===== src/rtl/scan_sel_sequencer.sv =====
// ---------------------------------------------------------------------------
// scan_sel_sequencer
//
// Purpose:
//   Upstream stage for a 3-to-8 one-hot decoder. It produces the channel
//   index the decoder expands. A scan walks the enabled channels in ascending
//   order and holds each one for dwell+1 cycles. Scans can run once
//   (single pass, ending with a done pulse) or wrap continuously until stop.
//   There are no gap cycles between channels. The next channel is found by a
//   single-cycle combinational priority search.
//
// Ports:
//   clk        in   rising-edge clock
//   rst        in   synchronous reset, active-high
//   start      in   begin a scan (sampled only while idle)
//   stop       in   abort the scan (wins over start and over an advance)
//   mode_cont  in   1 = continuous wrap, 0 = single pass (latched at start)
//   ch_mask    in   channel enables, bit i = channel i (latched at start)
//   dwell      in   each channel is held dwell+1 cycles (latched at start)
//   sel        out  current channel index, feeds the decoder
//   sel_valid  out  sel is a live selection
//   sel_new    out  1-cycle pulse in the first cycle a channel is shown
//   busy       out  scan in progress
//   done       out  1-cycle pulse when a single pass completes
// ---------------------------------------------------------------------------
module scan_sel_sequencer #(
  parameter int SEL_W   = 3,
  parameter int DWELL_W = 8
) (
  input  logic                  clk,
  input  logic                  rst,
  input  logic                  start,
  input  logic                  stop,
  input  logic                  mode_cont,
  input  logic [2**SEL_W-1:0]   ch_mask,
  input  logic [DWELL_W-1:0]    dwell,
  output logic [SEL_W-1:0]      sel,
  output logic                  sel_valid,
  output logic                  sel_new,
  output logic                  busy,
  output logic                  done
);

  localparam int N_CH = 2**SEL_W;

  typedef enum logic {
    S_IDLE,
    S_DWELL
  } state_t;

  state_t              r_state;
  logic [N_CH-1:0]     r_mask;
  logic                r_cont;
  logic [DWELL_W-1:0]  r_dwell;
  logic [DWELL_W-1:0]  r_cnt;

  logic                w_next_found;
  logic [SEL_W-1:0]    w_next_idx;
  logic [SEL_W-1:0]    w_first_idx;
  logic [SEL_W-1:0]    w_wrap_idx;
  logic                w_start_ok;

  // Index of the lowest set bit; callers guarantee the mask is non-zero.
  function automatic logic [SEL_W-1:0] lowest_set(input logic [N_CH-1:0] m);
    lowest_set = '0;
    // Scan downward so the lowest set bit is the last one written.
    for (int i = N_CH - 1; i >= 0; i--) begin
      if (m[i]) lowest_set = SEL_W'(i);
    end
  endfunction

  // Next enabled channel strictly above the current one.
  always_comb begin
    // NOTE: every signal written here gets a default first so no latch is
    // inferred when the search finds nothing.
    w_next_found = 1'b0;
    w_next_idx   = '0;
    for (int i = N_CH - 1; i >= 0; i--) begin
      if (r_mask[i] && (i > int'(sel))) begin
        w_next_found = 1'b1;
        w_next_idx   = SEL_W'(i);
      end
    end
  end

  assign w_first_idx = lowest_set(ch_mask);
  assign w_wrap_idx  = lowest_set(r_mask);
  assign w_start_ok  = start && !stop && (ch_mask != '0);

  always_ff @(posedge clk) begin
    if (rst) begin
      // NOTE: sequential state uses non-blocking assignments so every
      // register updates from pre-edge values, independent of statement order.
      r_state   <= S_IDLE;
      r_mask    <= '0;
      r_cont    <= 1'b0;
      r_dwell   <= '0;
      r_cnt     <= '0;
      sel       <= '0;
      sel_valid <= 1'b0;
      sel_new   <= 1'b0;
      busy      <= 1'b0;
      done      <= 1'b0;
    end else begin
      // Both pulses default low and are raised only for their one cycle.
      sel_new <= 1'b0;
      done    <= 1'b0;

      case (r_state)
        S_IDLE: begin
          if (w_start_ok) begin
            r_state   <= S_DWELL;
            r_mask    <= ch_mask;
            r_cont    <= mode_cont;
            r_dwell   <= dwell;
            r_cnt     <= dwell;
            sel       <= w_first_idx;
            sel_valid <= 1'b1;
            sel_new   <= 1'b1;
            busy      <= 1'b1;
          end
        end

        S_DWELL: begin
          if (stop) begin
            // Abort: all outputs return to idle values, no done pulse.
            r_state   <= S_IDLE;
            sel       <= '0;
            sel_valid <= 1'b0;
            busy      <= 1'b0;
          end else if (r_cnt != '0) begin
            r_cnt <= r_cnt - DWELL_W'(1);
          end else if (w_next_found) begin
            sel     <= w_next_idx;
            sel_new <= 1'b1;
            r_cnt   <= r_dwell;
          end else if (r_cont) begin
            // Wrap; a single-bit mask re-presents the same channel.
            sel     <= w_wrap_idx;
            sel_new <= 1'b1;
            r_cnt   <= r_dwell;
          end else begin
            // Single pass exhausted: done coincides with sel_valid falling.
            r_state   <= S_IDLE;
            sel       <= '0;
            sel_valid <= 1'b0;
            busy      <= 1'b0;
            done      <= 1'b1;
          end
        end

        default: r_state <= S_IDLE;
      endcase
    end
  end

endmodule


===== config.mk =====
export PLATFORM = sky130hd
export DESIGN_NAME = scan_sel_sequencer
export DESIGN_NICKNAME = d
export VERILOG_FILES = /design/src/rtl/scan_sel_sequencer.sv
export SDC_FILE = /design/constraint.sdc
export NUM_CORES = 1
export LEC_CHECK = 0
export ABC_AREA = 0
export CAP_MARGIN = 0
export CORE_MARGIN = 3
export CORE_UTILIZATION = 35
export CTS_CLUSTER_SIZE = 16
export DETAILED_ROUTE_END_ITERATION = 10
export SYNTH_ARGS = -nofsm -noshare
export SYNTH_HDL_FRONTEND = slang
export SYNTH_SLANG_ARGS = --single-unit

===== constraint.sdc =====
create_clock -name clk -period 2.4 [get_ports clk]
set_input_delay 0.48 -clock clk [delete_from_list [all_inputs] [get_ports clk]]
set_output_delay 0.48 -clock clk [all_outputs]
set_load 0.005 [all_outputs]

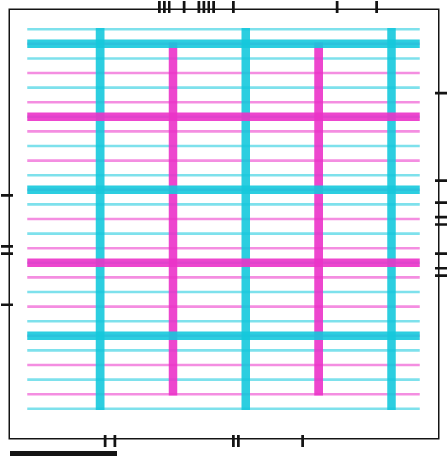
(run_1/power_grid.png)
Bar = 20 um. Pins as bars on the die edge.
Key: cyan = VSS; magenta = VDD
5 straps on met4. 28 signal pins sit on the boundary. 5 straps on met5. 27 met1 rails follow the rows.
Die Wd: 79.7 um
Peak supply drop: 0.259 mV

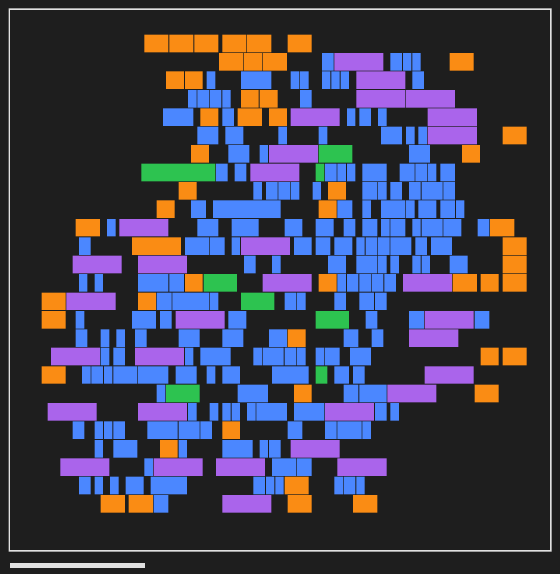
(run_1/placement_by_type.png)
Bar = 20 um.
Key: orange = remaining buffers and delay cells [cells 50]; green = clock drivers and dummy loads [cells 8]; blue = combinational and other logic [cells 197]; purple = sequential cells [cells 32]
share of cell area taken by flip-flops and latches: 0.258
Core Rows: 26
final cell utilization of the core: 0.481

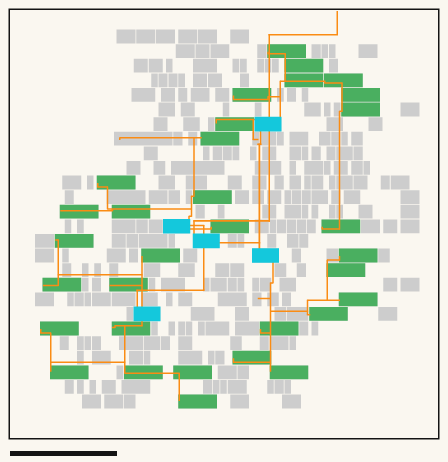
(run_1/clk_routes.png)
Bar = 20 um.
Key: cyan = clock drivers [count 5]; orange = clock wires [length 464 um]; green = flip-flops [count 32]
Position of the flops: widely spread.
final setup skew: 0.00855 ns
Clock Power: 0.511 mW

==> results.json, run 1 <==
{
  "status": "finished clean",
  "min_delay_worst_endpoint": "r_dwell[3]",
  "ys_sh_mux": 0.0322,
  "area_of_the_chip_sq_um": 6360,
  "grt_first_pass_wirelength_mm": 8.00,
  "cts_buffers": 5,
  "cts_root_buf": "sky130_fd_sc_hd__clkbuf_8",
  "yosysChipArea_sq_um": 1900,
  "netSwitchingFraction": 0.304,
  "layout.sequential_cells": 32,
  "slew_violations": 0,
  "timing.critical_path.max_delay_family": "buffers and inverters",
  "bufAreaShareNonClock": 0.183,
  "timing.final.crit_share": 0.860,
  "ys_seq_frac": 0.337,
  "clock_power_share": 0.318,
  "numClockSinks": 32,
  "cpPeakStageDelay_ns": 0.45,
  "power.combinational.fraction": 0.298,
  "gr-usage-met2": 0.247,
  "cells_along_the_critical_path": "clkdlybuf4s50_1 > nor4_2 > a2111oi_4 > a21oi_2 > nand3_2 > buf_12 > buf_4 > a311oi_2",
  "met2_length_mm": 2.10,
  "tightest_slew_ns": 0.470,
  "stage_log_warnings": 27,
  "grt_pass1_vias": 1716,
  "grt_setup_unrepaired": "no",
  "synth_flop_count": 32,
  "worst-path-stages": 8,
  "clock_latency_ns": 0.28,
  "syn_area_sq_um": 1900,
  "layout.cells.largest_class": "combinational gates",
  "num-nonclk-buffers": 50,
  "grt_remaining_overflow": 0,
  "groute.layer.met1.usage": 0.217,
  "first_iter_violations": 158,
  "critical_path_arrival_ns": 2.27,
  "top_logic_cell_family_in_the_synthesized_netlist": "AND-OR/OR-AND gates",
  "num-nonclk-inverters": 7,
  "critical-path-slowest-cell": "sky130_fd_sc_hd__nor4_2",
  "worstRegToRegCells": 7,
  "grt_antenna_before_repair": 0,
  "topCellsByArea": "sky130_fd_sc_hd__dfxtp_1 34%, sky130_fd_sc_hd__a21oi_1 8.4%, sky130_fd_sc_hd__nand2_1 8.3%",
  "leakagePower_nw": 0.920,
  "compound_area_frac": 0.281,
  "power.switching_mw": 0.489,
  "slew_headroom": 0.682
}
==> run 1: worst register-to-register path, stage by stage (launching register included) <==
cell and delay, ns:
sky130_fd_sc_hd__dfxtp_1 0.49, sky130_fd_sc_hd__nand3_1 0.12, sky130_fd_sc_hd__o21a_1 0.17, sky130_fd_sc_hd__o31ai_1 0.42, sky130_fd_sc_hd__nand3_2 0.15, sky130_fd_sc_hd__buf_12 0.18
sky130_fd_sc_hd__buf_4 0.14, sky130_fd_sc_hd__a311oi_2 0.17
==> run 1: layout by cell type, fill, tap and decap left out, types with 2 or more instances in the layout <==
cell	instances
sky130_fd_sc_hd__a311oi_2	3
sky130_fd_sc_hd__inv_1	7
sky130_fd_sc_hd__nand2_1	42
sky130_fd_sc_hd__buf_4	22
sky130_fd_sc_hd__xnor2_1	4
sky130_fd_sc_hd__a311oi_1	3
sky130_fd_sc_hd__nor4_2	3
sky130_fd_sc_hd__clkdlybuf4s50_1	27
sky130_fd_sc_hd__nor4_1	2
sky130_fd_sc_hd__o31ai_1	2
sky130_fd_sc_hd__nor2_2	2
sky130_fd_sc_hd__o21bai_1	3
sky130_fd_sc_hd__nand2b_1	7
sky130_fd_sc_hd__dfxtp_1	32
sky130_fd_sc_hd__a21oi_2	2
sky130_fd_sc_hd__o21ai_0	4
sky130_fd_sc_hd__a31oi_1	3
sky130_fd_sc_hd__nand3_1	4
sky130_fd_sc_hd__nand3b_1	2
sky130_fd_sc_hd__o21ai_1	4
sky130_fd_sc_hd__nor2_1	24
sky130_fd_sc_hd__nor3_1	5
sky130_fd_sc_hd__a211oi_2	5
sky130_fd_sc_hd__mux2i_1	5
sky130_fd_sc_hd__ha_1	2
sky130_fd_sc_hd__clkbuf_8	5
sky130_fd_sc_hd__o22ai_1	2
sky130_fd_sc_hd__a21oi_1	32
sky130_fd_sc_hd__nor2b_1	4
==> run 1: Yosys cell counts, types with 3 or more instances <==
cell and number:
sky130_fd_sc_hd__nor3_1 5, sky130_fd_sc_hd__a211oi_2 5, sky130_fd_sc_hd__xnor2_1 4, sky130_fd_sc_hd__a31oi_1 3
sky130_fd_sc_hd__nor4_2 3, sky130_fd_sc_hd__clkbuf_1 8, sky130_fd_sc_hd__a311oi_2 3, sky130_fd_sc_hd__mux2i_1 5
sky130_fd_sc_hd__a21oi_1 32, sky130_fd_sc_hd__dfxtp_1 32, sky130_fd_sc_hd__nor2b_1 4, sky130_fd_sc_hd__a311oi_1 3
sky130_fd_sc_hd__nand3_1 4, sky130_fd_sc_hd__nand2_1 42, sky130_fd_sc_hd__inv_1 7, sky130_fd_sc_hd__nor2_1 24
sky130_fd_sc_hd__o21ai_0 4, sky130_fd_sc_hd__nand2b_1 7, sky130_fd_sc_hd__o21bai_1 3, sky130_fd_sc_hd__buf_2 3
sky130_fd_sc_hd__o21ai_1 4
==> run 1: per-stage QoR <==
step                      worst slack [ns]  utilization  cell area (sq um)  hold slack, ns
final                                0.335        0.481               2490           0.458
after global routing                 0.215        0.481               2490           0.476
after CTS                            0.309        0.481               2490           0.460
after detailed placement            0.0121        0.460               2380           0.450
after global placement              0.0446        0.460               2380           0.443
after floorplan                      0.549            -               1900           0.433
==> run_1/wires.png <==
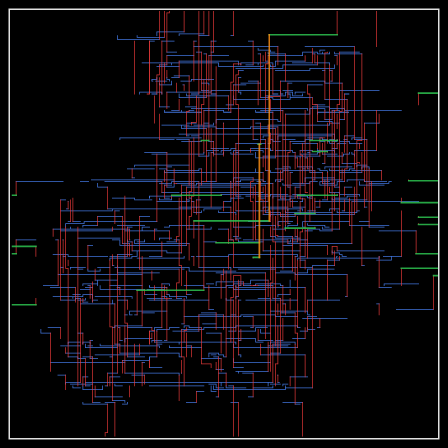

==> inputs of run 2 (changes only) <==
==> constraint.sdc (replaced) <==
create_clock -name clk -period 2.3 [get_ports clk]
set_input_delay 0.46 -clock clk [delete_from_list [all_inputs] [get_ports clk]]
set_output_delay 0.46 -clock clk [all_outputs]
set_load 0.005 [all_outputs]
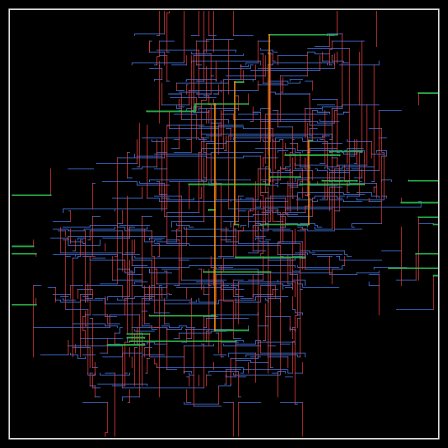
(run_2/wires.png)
Key: blue = metal 1 [wire length 2310 um]; red = metal 2 [wire length 2040 um]; green = metal 3 [wire length 232 um]; orange = metal 4 [wire length 112 um]
wire length after detailed routing: 4.69 mm
average routed wire per standard cell: 13.1 um
total number of vias: 1821
total track usage: 0.161

==> results.json, run 2 <==
{
  "synth_flop_count": 32,
  "cts_buffers": 5,
  "grt_pass1_vias": 1720,
  "grt_remaining_overflow": 0,
  "stage_log_warnings": 27,
  "row_count": 26,
  "clock_power_share": 0.321,
  "detailedPlacementHpwl_mm": 3.49,
  "finalClockSkew_ns": 0.00862,
  "postLayoutCellArea_sq_um": 2490,
  "grt_antenna_before_repair": 0,
  "synthesis.instances": 243,
  "cpPeakStageDelay_ns": 0.46,
  "final_cell_mix": "42 x sky130_fd_sc_hd__nand2_1, 32 x sky130_fd_sc_hd__a21oi_1, 32 x sky130_fd_sc_hd__dfxtp_1, 27 x sky130_fd_sc_hd__clkdlybuf4s50_1, 24 x sky130_fd_sc_hd__nor2_1",
  "syn_area_sq_um": 1900,
  "power.combinational.fraction": 0.297,
  "place_area_sq_um": 2390,
  "slew_violations": 0,
  "topCellsByArea": "sky130_fd_sc_hd__dfxtp_1 34%, sky130_fd_sc_hd__a21oi_1 8.4%, sky130_fd_sc_hd__nand2_1 8.3%",
  "worst_hold_slack_ns": 0.458,
  "timing.final.crit_share": 0.896,
  "power.switching_mw": 0.519,
  "grt_first_pass_wirelength_mm": 8.05,
  "first_iter_violations": 106,
  "area_of_the_chip_sq_um": 6360,
  "ys_seq_frac": 0.337,
  "slew_headroom": 0.699,
  "status": "finished clean",
  "peak_supply_drop_mv": 0.288,
  "grt_setup_unrepaired": "no",
  "tightest_slew_ns": 0.445,
  "worst-path-stages": 8,
  "critical_path_arrival_ns": 2.27,
  "layout.core_utilization": 0.482,
  "cts_root_buf": "sky130_fd_sc_hd__clkbuf_8",
  "yosysMostFrequentCell": "sky130_fd_sc_hd__nand2_1",
  "timing.critical_path.max_delay_family": "buffers and inverters",
  "numClockSinks": 32,
  "critical-path-slowest-cell": "sky130_fd_sc_hd__nor4_2",
  "leakagePower_nw": 0.923,
  "chipWidth_um": 79.7,
  "cells_along_the_critical_path": "clkdlybuf4s50_1 > nor4_2 > a2111oi_4 > a21oi_2 > nand3_2 > buf_12 > buf_4 > a311oi_2"
}
## run 2: cell types whose count changed in the layout (fill, tap and decap cells not counted), sizes merged
| cell | change |
|---|---|
| buf | +1 |
## run 2: per-layer routing
metal  global-route usage  part of all wire  wire, um  vias up
met3               0.0395             0.049       231       10
met2                0.242              0.43      2040       50
met1                0.216              0.49      2310      811
met5                    0                 0         0        -
li1                     -                 -         -      950
met4               0.0726             0.024       112        0
## run 2: power groups by stage
| stage | Combinational, mW | Clock, mW | Sequential, mW |
|---|---|---|---|
| after floorplan | 0.338 | 0 | 0.644 |
| after global placement | 0.498 | 0 | 0.655 |
| after detailed placement | 0.499 | 0 | 0.655 |
| after CTS | 0.503 | 0.556 | 0.643 |
| after global routing | 0.559 | 0.581 | 0.652 |
| final | 0.500 | 0.540 | 0.643 |
## run 2: layout make-up
class	count	area, sq um	area share
Timing Repair Buffer	51	463	0.186
Sequential cell	32	641	0.257
Clock buffer	6	72.6	0.0291
Clock inverter	2	35.0	0.0140
Inverter	7	26.3	0.0105
Tap cell	70	87.6	0.0351
Multi-Input combinational cell	190	1170	0.469
## run 2: worst register-to-register path, cell delays in order, from the launching register on
cell and delay (ns):
sky130_fd_sc_hd__dfxtp_1 0.50, sky130_fd_sc_hd__nand3_1 0.12, sky130_fd_sc_hd__o21a_1 0.17, sky130_fd_sc_hd__o31ai_1 0.44, sky130_fd_sc_hd__nand3_2 0.15, sky130_fd_sc_hd__buf_12 0.19, sky130_fd_sc_hd__buf_4 0.14, sky130_fd_sc_hd__a311oi_2 0.17
## run 2: cells by family (layout without fill, tap and decap cells)
| family | Yosys count | after routing | share of synthesized area |
|---|---|---|---|
| AND/OR/NAND/NOR | 103 | 103 | 0.264 |
| AND-OR/OR-AND | 74 | 74 | 0.281 |
| flip-flops | 32 | 32 | 0.337 |
| buffers and inverters | 21 | 66 | 0.0493 |
| multiplexers | 6 | 6 | 0.0322 |
| XOR/XNOR | 5 | 5 | 0.0230 |
| adder cells (fa/ha/maj) | 2 | 2 | 0.0131 |
## run 2: worst paths after layout
| kind | startpoint | endpoint | slack (ns) |
|---|---|---|---|
| min reg2reg | r_dwell[7] | r_dwell[7] | 0.46 |
| max | ch_mask[0] | r_cnt[0] | 0.24 |
| min | r_dwell[7] | r_dwell[7] | 0.46 |
| max reg2reg | sel[0] | r_cnt[0] | 0.35 |
## run 2: through the flow
stage	setup TNS [ns]	setup slack [ns]
after global routing	0	0.137
after CTS	0	0.228
after detailed placement	-0.157	-0.0690
after global placement	-0.0444	-0.0348
after floorplan	0	0.469
final	0	0.240
==> run_2/congestion.png <==
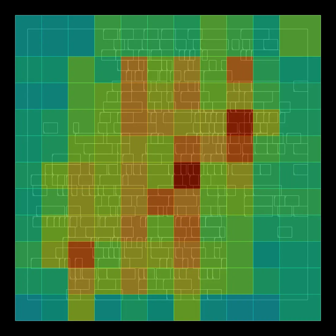

==> inputs of run 3 (changes only) <==
--- a/config.mk
+++ b/config.mk
@@ -11,6 +11,7 @@
 export CORE_UTILIZATION = 35
 export CTS_CLUSTER_SIZE = 16
 export DETAILED_ROUTE_END_ITERATION = 10
+export DONT_BUFFER_PORTS = 1
 export SYNTH_ARGS = -nofsm -noshare
 export SYNTH_HDL_FRONTEND = slang
 export SYNTH_SLANG_ARGS = --single-unit
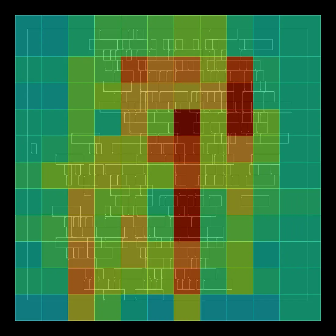
(run_3/congestion.png)
final cell utilization of the core: 0.401
met1 global-route usage: 0.193
GR Util met2: 0.235
layer with the highest usage: met2

==> results.json, run 3 <==
{
  "grt_antenna_before_repair": 0,
  "critical_path_arrival_ns": 2.18,
  "cts_buffers": 5,
  "slew_violations": 0,
  "tightest_slew_ns": 0.510,
  "leakagePower_nw": 0.729,
  "min_delay_worst_endpoint": "sel[2]",
  "chipWidth_um": 79.7,
  "summed_negative_setup_slack_over_all_endpoints_ns": 0,
  "clock_latency_ns": 0.29,
  "area_of_the_chip_sq_um": 6360,
  "r2r-end": "r_cnt[6]",
  "timing.final.crit_share": 0.862,
  "regToRegStartpoint": "sel[1]",
  "cts_root_buf": "sky130_fd_sc_hd__clkbuf_8",
  "status": "finished clean",
  "ys_sh_mux": 0.0322,
  "drt-wirelength-per-cell_um": 14.6,
  "cpPeakStageDelay_ns": 0.44,
  "grt_pass1_vias": 1586,
  "synthXorXnorAreaFrac": 0.0230,
  "syn_area_sq_um": 1900,
  "layout_top_cell": "sky130_fd_sc_hd__nand2_1",
  "yosysChipArea_sq_um": 1900,
  "synth-adder-area-share": 0.0131,
  "flop2flop_setup_slack_ns": 0.32,
  "peak_supply_drop_mv": 0.225,
  "detailedPlacementHpwl_mm": 3.24,
  "synth_flop_count": 32
}
run 3: how the worst max path moves through the flow:
stage	depth (start not counted)	endpoint	start
detailed placement	7	r_cnt[0]	sel[1]
global route	7	r_cnt[0]	sel[1]
floorplan	7	r_cnt[4]	ch_mask[7]
finish	7	r_cnt[6]	sel[1]
CTS	7	r_cnt[6]	sel[1]
global placement	7	r_cnt[0]	sel[1]
run 3: layer usage:
metal,up-vias,GRT usage,share of wire
met2,45,0.235,0.45
li1,863,-,-
met4,0,0.0794,0.027
met3,15,0.0384,0.059
met1,798,0.193,0.47
met5,-,0,0
run 3: power by group:
group	internal [mW]	switching [mW]	total (mW)
sequential	0.597	0.0529	0.650
clock	0.266	0.214	0.480
combinational	0.174	0.213	0.387
run 3: final cells by class:
cell class              instances  area (sq um)
multi-input cells             190          1170
well taps                      70          87.6
inverters                       7          26.3
clock buffers                   7          96.3
repair buffers                  7          52.6
fillers                       533          3100
flip-flops and latches         32           641
run 3: worst max-delay path: cells and delay by family (launching register included):
kind / cells / cell delay [ns]
AND-OR/OR-AND: 3 / 0.60
flip-flops: 1 / 0.43
AND/OR/NAND/NOR: 3 / 0.61
buffers and inverters: 1 / 0.24
run 3: metrics by stage:
step	hold slack (ns)	cells	setup slack [ns]	area (sq um)
2_1_floorplan	0.433	243	0.469	1900
3_3_place_gp	0.437	306	0.397	1980
3_5_place_dp	0.442	306	0.374	1980
4_1_cts	0.223	313	0.343	2070
5_1_grt	0.218	313	0.163	2070
6_report	0.228	313	0.317	2070
run 3: cell families after synthesis:
kind of cell / after synthesis
AND-OR/OR-AND: 74
XOR/XNOR: 5
adder cells (fa/ha/maj): 2
buffers and inverters: 21
flip-flops: 32
multiplexers: 6
AND/OR/NAND/NOR: 103
No activity file was given, so power comes from the tool's default toggle rates.
